$ cat src/rtl/ifetch_queue.sv
// ifetch_queue: holds the fetch PC, reads a combinational instruction memory,
// and buffers {instruction, PC} pairs in a small FIFO. Decode takes entries
// over a valid/ready handshake. A redirect flushes the FIFO and restarts
// fetch at a new target.
module ifetch_queue #(
  parameter int               WIDTH    = 32,
  parameter int               DEPTH    = 4,
  parameter logic [WIDTH-1:0] RESET_PC = '0
) (
  input  logic                     clk,
  input  logic                     rst,
  output logic [WIDTH-3:0]         imem_add,
  input  logic [WIDTH-1:0]         imem_data,
  input  logic                     redirect,
  input  logic [WIDTH-1:0]         redirect_pc,
  output logic                     inst_valid,
  input  logic                     inst_ready,
  output logic [WIDTH-1:0]         inst,
  output logic [WIDTH-1:0]         inst_pc,
  output logic [$clog2(DEPTH):0]   count
);

  localparam int AW = $clog2(DEPTH);

  localparam logic [AW:0]      CNT_FULL = (AW+1)'(DEPTH);
  localparam logic [AW:0]      CNT_ONE  = (AW+1)'(1);
  localparam logic [AW-1:0]    PTR_ONE  = AW'(1);
  localparam logic [WIDTH-3:0] WORD_ONE = (WIDTH-2)'(1);

  logic [WIDTH-3:0] fetch_word;
  logic [WIDTH-1:0] inst_mem [DEPTH];
  logic [WIDTH-3:0] word_mem [DEPTH];
  logic [AW-1:0]    rd_ptr;
  logic [AW-1:0]    wr_ptr;
  logic [AW:0]      cnt;

  logic push;
  logic pop;

  // Handshake decode. A redirect suppresses both sides in the same cycle so
  // decode never consumes an instruction from the path being discarded.
  always_comb begin
    push       = !redirect && (cnt != CNT_FULL);
    inst_valid = (cnt != '0) && !redirect;
    pop        = inst_valid && inst_ready;
  end

  // Outputs come straight from the fetch register and the head entry; when
  // empty the head shows stale or cleared data while inst_valid is low.
  always_comb begin
    imem_add = fetch_word;
    inst     = inst_mem[rd_ptr];
    inst_pc  = {word_mem[rd_ptr], 2'b00};
    count    = cnt;
  end

  // Fetch PC, pointers, occupancy and entry storage. A full queue blocks the
  // push even when the head is popped that cycle, costing one refill bubble.
  always_ff @(posedge clk) begin
    if (rst) begin
      fetch_word <= RESET_PC[WIDTH-1:2];
      rd_ptr     <= '0;
      wr_ptr     <= '0;
      cnt        <= '0;
      for (int i = 0; i < DEPTH; i++) begin
        inst_mem[i] <= '0;
        word_mem[i] <= '0;
      end
    end else if (redirect) begin
      fetch_word <= redirect_pc[WIDTH-1:2];
      rd_ptr     <= '0;
      wr_ptr     <= '0;
      cnt        <= '0;
    end else begin
      if (push) begin
        inst_mem[wr_ptr] <= imem_data;
        word_mem[wr_ptr] <= fetch_word;
        wr_ptr           <= wr_ptr + PTR_ONE;
        fetch_word       <= fetch_word + WORD_ONE;
      end
      if (pop) begin
        rd_ptr <= rd_ptr + PTR_ONE;
      end
      case ({push, pop})
        2'b10:   cnt <= cnt + CNT_ONE;
        2'b01:   cnt <= cnt - CNT_ONE;
        default: cnt <= cnt;
      endcase
    end
  end

endmodule

$ cat config.mk
export PLATFORM = sky130hd
export DESIGN_NAME = ifetch_queue
export DESIGN_NICKNAME = d
export VERILOG_FILES = /design/src/rtl/ifetch_queue.sv
export SDC_FILE = /design/constraint.sdc
export NUM_CORES = 1
export LEC_CHECK = 0
export ABC_AREA = 1
export CORE_MARGIN = 4
export CORE_UTILIZATION = 50
export DETAILED_ROUTE_END_ITERATION = 16
export GPL_TIMING_DRIVEN = 0
export PLACE_DENSITY_LB_ADDON = 0.12
export SETUP_SLACK_MARGIN = 0.15
export SLEW_MARGIN = 30
export SYNTH_ARGS = -nofsm -noshare
export SYNTH_HDL_FRONTEND = slang
export SYNTH_SLANG_ARGS = --single-unit
export TNS_END_PERCENT = 50
$ cat constraint.sdc
create_clock -name clk -period 6.52 [get_ports clk]
set_input_delay 1.304 -clock clk [delete_from_list [all_inputs] [get_ports clk]]
set_output_delay 1.304 -clock clk [all_outputs]
set_load 0.05 [all_outputs]
Local utilization:
Drawn at 2 px/micron. 17 x 17 tiles, from black (low) to pale yellow (high), 0 to 100% covered.
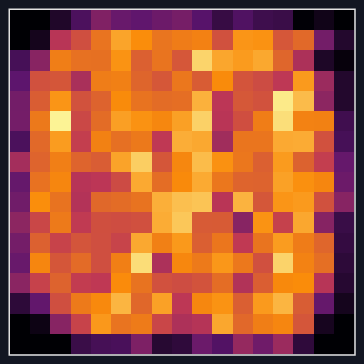
nearly empty tiles: 4.5%
tiles over 75% full: 20%
mean over tiles: 55%
fullest tile: 97%
densest ninth of the die: center

Register map, names as in the netlist:
Drawn at 2 px/micron.
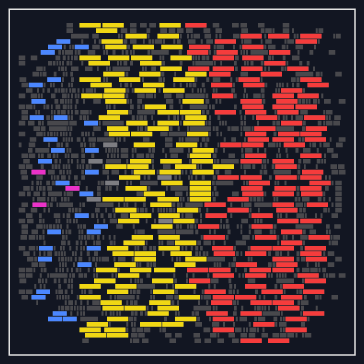
[count] magenta | sequential cells: 3
[word_mem] yellow | sequential cells: 120
[imem_add] blue | sequential cells: 30 | where: a column on the left
[inst_mem] red | sequential cells: 128
not colored: 6

Power grid:
Drawn at 2 px/micron. Pins as bars on the die edge.
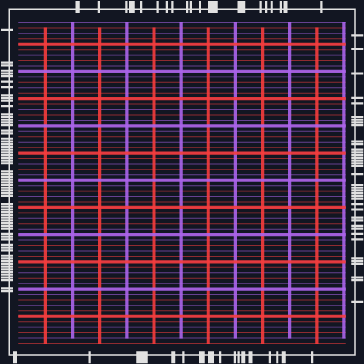
[VSS] red
[VDD] purple
met1 rails: 60
met4 straps: 12
met5 straps: 11
rows: 59

Clock wiring as the flow saved it:
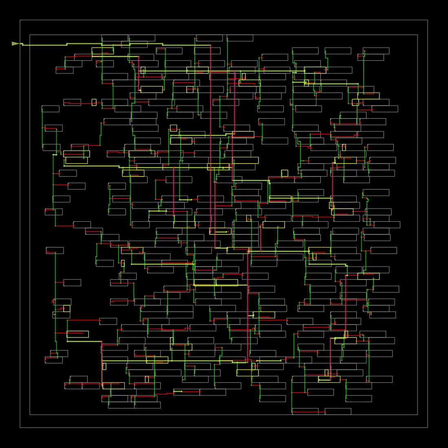
Clock net power: 1690 uW
flip-flops: 287
# clk buffers: 37

==> CHANGELOG.md <==
### Implementation results

* Vias in the first global route at 10599
* Port Buffers at 159
* R2R Path End: inst_mem[0][11]$_SDFFCE_PN0P_
* YS chip area at 0.01348 sq mm
* Clock Tree Buf Depth at 3
* Detail Route Antenna Nets at 0
* DIE HEIGHT at 172.2 microns
* TritonCTS Buffers at 30
* Area delta synth->final at 23.39%
* DR vias/cell at 5.464
* Setup Fix Bufs, Post-CTS at 0
* Placement Rows at 59
* Commonest Layout Cell: nor2_1
* Ys cells at 1378
* Worst rel slew slack at 39.98%
* First-pass DRT Iterations at 5
* Run status: completed
* Cells along the critical path: clkbuf_1 -> inv_1 -> clkbuf_1 -> o21ai_0 -> o22ai_1 -> clkdlybuf4s50_1
* Switching pwr at 1125 uW
* Max-cap violations at 0
* H-tree depth at 1
* Worst r2r src: count[1]$_SDFFE_PP0P_
* Setup Viol. Count Final at 0
* Worst skew pair latency at 0.55 ns
* Critical Path Sink: inst_pc[13]
* CTS root buffer: clkbuf_16
* Cycle use final at 69.55%
* Clock sink count at 287
* Distinct lib cells at 39
* Synth warn at 0
* Commonest non-fill, non-tap cells in the layout: nor2_1 (351), edfxtp_1 (248), clkdlybuf4s50_1 (159)
==> power by group through the flow <==
stage,registers (uW),clock network [uW],logic (uW)
after floorplan,2200,0,302
after global placement,2180,0,539
after detailed placement,2170,0,556
after CTS,2130,1700,558
after global routing,2140,1770,590
final,2130,1690,557
==> per-stage QoR <==
step / setup WS [ns] / power (uW) / TNS (ns) / instance area [sq um] / util (%)
detailed placement: 2.594 / 2724 / 0 / 15660 / 59.59
global route: 1.820 / 4502 / 0 / 16630 / 63.27
CTS: 1.974 / 4387 / 0 / 16630 / 63.27
finish: 1.985 / 4375 / 0 / 16630 / 63.27
global placement: -0.8494 / 2715 / -52.44 / 15490 / 58.96
floorplan: 1.559 / 2506 / 0 / 13480 / -
==> flip-flops by register name, indices dropped and copies added, names as in the netlist, named ones only <==
signal    flops
count         3
imem_add     30
inst_mem    128
rd_ptr        2
word_mem    120
wr_ptr        2
==> area by class of cell <==
| cell class | instances | area (sq um) |
|---|---|---|
| Clock buffer | 37 | 798.3 |
| Sequential cell | 287 | 8228 |
| Buffer | 80 | 386.6 |
| Tap cell | 335 | 419.2 |
| Fill cell | 2173 | 9653 |
| Inverter | 157 | 594.3 |
| Clock inverter | 17 | 167.7 |
| Multi-Input combinational cell | 855 | 4307 |
| Timing Repair Buffer | 168 | 1727 |
==> worst min-delay path by stage <==
stage                                 startpoint  cells past startpoint                      to
after floorplan           rd_ptr[1]$_SDFFE_PP0P_                      2               flip-flop
after global placement    wr_ptr[0]$_SDFFE_PP0P_                      1  wr_ptr[0]$_SDFFE_PP0P_
after detailed placement  wr_ptr[0]$_SDFFE_PP0P_                      1  wr_ptr[0]$_SDFFE_PP0P_
after CTS                 wr_ptr[0]$_SDFFE_PP0P_                      1  wr_ptr[0]$_SDFFE_PP0P_
after global routing      wr_ptr[0]$_SDFFE_PP0P_                      1  wr_ptr[0]$_SDFFE_PP0P_
final                     wr_ptr[0]$_SDFFE_PP0P_                      1  wr_ptr[0]$_SDFFE_PP0P_
==> cells by family after synthesis <==
| family | count (synthesis) | share of synthesized area (%) |
|---|---|---|
| compound gates | 251 | 10.32 |
| fa+ha+maj | 3 | 0.3342 |
| buf+inv | 237 | 7.279 |
| flops | 287 | 61.06 |
| other cells | 1 | 0.02783 |
| simple gates | 599 | 20.98 |
==> routing by layer <==
metal / global-route usage, % / share of wire [%] / vias up
met1: 33.14 / 42 / 5000
met5: 0 / 0 / -
met4: 7.826 / 2.9 / 0
met2: 40.48 / 47 / 483
met3: 4.390 / 8.3 / 79
li1: - / - / 5017
==> Yosys cell counts, drive strengths merged <==
library cell	instances
ha	2
o21a	1
a31oi	9
edfxtp	248
nor2	414
conb	1
clkinv	2
nand2	131
a22oi	1
o211ai	12
clkbuf	49
fa	1
nand4	9
o21ai	145
and3	2
a21oi	19
nor4	1
o22ai	62
or2	1
o31ai	2
inv	155
dfxtp	39
nand3	32
nand3b	1
buf	31
nor3	7
and2	1
==> critical path, delay by kind of cell, from the launching register on <==
kind	cells	cell delay, ns
compound gates	2	0.41
flops	1	0.31
buf+inv	4	1.96
Power and IR drop assume default switching activity.
